[config.mk]
export PLATFORM = sky130hd
export DESIGN_NAME = mem_store_narrow16
export DESIGN_NICKNAME = d
export VERILOG_FILES = /design/src/rtl/mem_store_narrow16.sv
export SDC_FILE = /design/constraint.sdc
export NUM_CORES = 1
export LEC_CHECK = 0
export ABC_AREA = 1
export CORE_MARGIN = 1
export CORE_UTILIZATION = 33
export DETAILED_ROUTE_END_ITERATION = 12
export GPL_ROUTABILITY_DRIVEN = 0
export GPL_TIMING_DRIVEN = 0
export PLACE_DENSITY_LB_ADDON = 0.08
export RECOVER_POWER = 50
export SLEW_MARGIN = 5
export SYNTH_ARGS = -nofsm -noshare
export SYNTH_HDL_FRONTEND = slang
export SYNTH_SLANG_ARGS = --single-unit
[constraint.sdc]
create_clock -name clk -period 4.3 [get_ports clk]
set_input_delay 0.43 -clock clk [delete_from_list [all_inputs] [get_ports clk]]
set_output_delay 0.43 -clock clk [all_outputs]
set_load 0.005 [all_outputs]
[src/rtl/mem_store_narrow16.sv]
// Store-side narrowing unit: splits SB/SH/SW store requests into beats on a
// 16-bit data memory port, stalling the pipeline via req_ready until done.
module mem_store_narrow16 #(
    parameter int ADDR_W = 32
) (
    input  logic              clk,
    input  logic              reset,
    input  logic              req_valid,
    output logic              req_ready,
    input  logic [ADDR_W-1:0] req_addr,
    input  logic [31:0]       req_wdata,
    input  logic [1:0]        req_size,
    output logic              mem_valid,
    input  logic              mem_ready,
    output logic [ADDR_W-1:0] mem_addr,
    output logic [15:0]       mem_wdata,
    output logic [1:0]        mem_be,
    output logic              done,
    output logic              err
);

    typedef enum logic [1:0] {
        IDLE,
        BEAT0,
        BEAT1
    } state_t;

    localparam logic [1:0] SZ_BYTE = 2'b00;
    localparam logic [1:0] SZ_HALF = 2'b01;
    localparam logic [1:0] SZ_WORD = 2'b10;

    state_t            state, state_d;
    logic              is_word, is_word_d;
    logic [15:0]       hi_data, hi_data_d;
    logic              mem_valid_d;
    logic [ADDR_W-1:0] mem_addr_d;
    logic [15:0]       mem_wdata_d;
    logic [1:0]        mem_be_d;
    logic              done_d, err_d;
    logic              bad_req;
    logic              handshake;

    assign req_ready = (state == IDLE);
    assign handshake = mem_valid && mem_ready;

    assign bad_req = (req_size == 2'b11)
                  || (req_size == SZ_HALF && req_addr[0])
                  || (req_size == SZ_WORD && (req_addr[1:0] != 2'b00));

    // NOTE: every signal gets a default before the case so no path leaves one
    // unassigned, which would otherwise infer a latch.
    always_comb begin
        state_d     = state;
        is_word_d   = is_word;
        hi_data_d   = hi_data;
        mem_valid_d = mem_valid;
        mem_addr_d  = mem_addr;
        mem_wdata_d = mem_wdata;
        mem_be_d    = mem_be;
        done_d      = 1'b0;
        err_d       = 1'b0;

        case (state)
            IDLE: begin
                if (req_valid) begin
                    if (bad_req) begin
                        err_d = 1'b1;
                    end else begin
                        state_d     = BEAT0;
                        mem_valid_d = 1'b1;
                        is_word_d   = (req_size == SZ_WORD);
                        hi_data_d   = req_wdata[31:16];
                        if (req_size == SZ_BYTE) begin
                            mem_addr_d  = {req_addr[ADDR_W-1:1], 1'b0};
                            mem_wdata_d = {req_wdata[7:0], req_wdata[7:0]};
                            mem_be_d    = req_addr[0] ? 2'b10 : 2'b01;
                        end else begin
                            mem_addr_d  = req_addr;
                            mem_wdata_d = req_wdata[15:0];
                            mem_be_d    = 2'b11;
                        end
                    end
                end
            end
            BEAT0: begin
                if (handshake) begin
                    if (is_word) begin
                        // Upper halfword follows immediately; valid stays high.
                        state_d     = BEAT1;
                        mem_addr_d  = mem_addr + ADDR_W'(2);
                        mem_wdata_d = hi_data;
                        mem_be_d    = 2'b11;
                    end else begin
                        state_d     = IDLE;
                        mem_valid_d = 1'b0;
                        done_d      = 1'b1;
                    end
                end
            end
            BEAT1: begin
                if (handshake) begin
                    state_d     = IDLE;
                    mem_valid_d = 1'b0;
                    done_d      = 1'b1;
                end
            end
            default: begin
                state_d     = IDLE;
                mem_valid_d = 1'b0;
            end
        endcase
    end

    // NOTE: sequential state uses non-blocking assignments so every register
    // samples its next value from the same pre-edge snapshot.
    always_ff @(posedge clk) begin
        if (reset) begin
            state     <= IDLE;
            is_word   <= 1'b0;
            hi_data   <= '0;
            mem_valid <= 1'b0;
            mem_addr  <= '0;
            mem_wdata <= '0;
            mem_be    <= 2'b00;
            done      <= 1'b0;
            err       <= 1'b0;
        end else begin
            state     <= state_d;
            is_word   <= is_word_d;
            hi_data   <= hi_data_d;
            mem_valid <= mem_valid_d;
            mem_addr  <= mem_addr_d;
            mem_wdata <= mem_wdata_d;
            mem_be    <= mem_be_d;
            done      <= done_d;
            err       <= err_d;
        end
    end

endmodule
==> flow_summary.ini <==
; synthesis and place-and-route metrics
[run_status]
status = complete, no violations

[worst_setup_path]
r2r-end = mem_addr[29]
critPathSlowestCell = o21ai_0
cp_top_family = buffers and inverters
r2r_slack_ns = 2.27

[route]
drt_iter0_drc = 409
drcViolationCount = 0

[global_route]
track_usage_pct = 23.8

[flow_run]
warnings = 29
cap_viol_max_count = 0

[floorplanning]
core_util_floorplan_pct = 34.5

[yosys]
yosys-top-cells-area = dfxtp_1, nand2_1, nor2_1
syn_area_per_cell_um2 = 6.23
netlist_area_um2 = 4230

[cells_and_area]
num-multi-input-gates = 527
flops = 72
fin_area_um2 = 5960
nNonClkInverters = 44

[min_path]
hold_start = mem_addr[0]

[placement]
place_ws_ns = 2.01
[cell usage after synthesis, drive strengths merged]
master / number
a21oi: 57
a211oi: 1
nand3: 65
clkbuf: 14
nand3b: 3
nor4: 1
a31oi: 3
inv: 44
or2: 1
and2: 1
nor3: 1
o21ai: 67
o21bai: 1
buf: 21
nand2: 212
nor2: 108
dfxtp: 72
ha: 5
nand4: 1
[logic make-up (layout without fill, tap and decap cells)]
family | after synthesis | after routing | synth area share (%)
AND-OR/OR-AND | 129 | 129 | 16.1
flip-flops | 72 | 72 | 34.1
buffers and inverters | 79 | 218 | 8.88
AND/OR/NAND/NOR | 393 | 393 | 39.4
adder cells (fa/ha/maj) | 5 | 5 | 1.48
### Met2 routing

Scale: 3 px per um. Cells faint in the background.
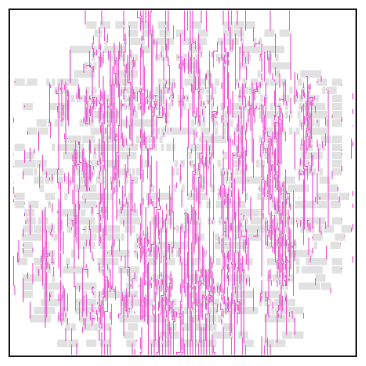
The layer holds 44% of the routed length. The wires run mostly vertical.
met2 global-route usage: 37.6%
WL final: 15.5 mm
Vias: 4911

### Ports around the boundary

Scale: 4 px per um. Pins as bars across the die edge, other pins in grey.
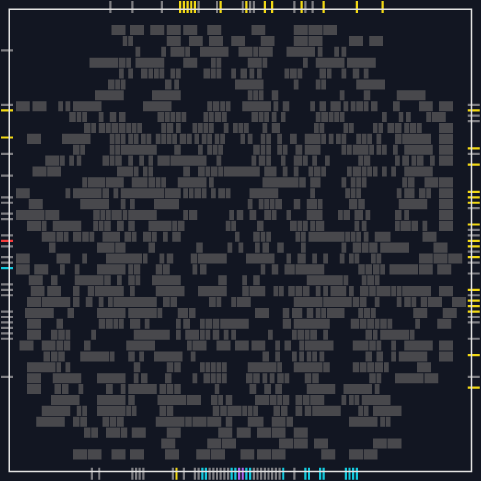
Purple is `req_size`, pins 2, direction input, edge bottom. Red is `mem_valid`, pins 1, direction output, edge left. Yellow is `mem_addr`, pins 32, direction output, edge 16 right, 13 top, 2 left, 1 bottom. Cyan is `mem_wdata`, pins 16, direction output, edge 15 bottom, 1 left.
All pins by edge: 43 bottom, 31 right, 26 left, 24 top.
I/O Buffers: 123
Die Span Y: 115 um
Die W: 115 um

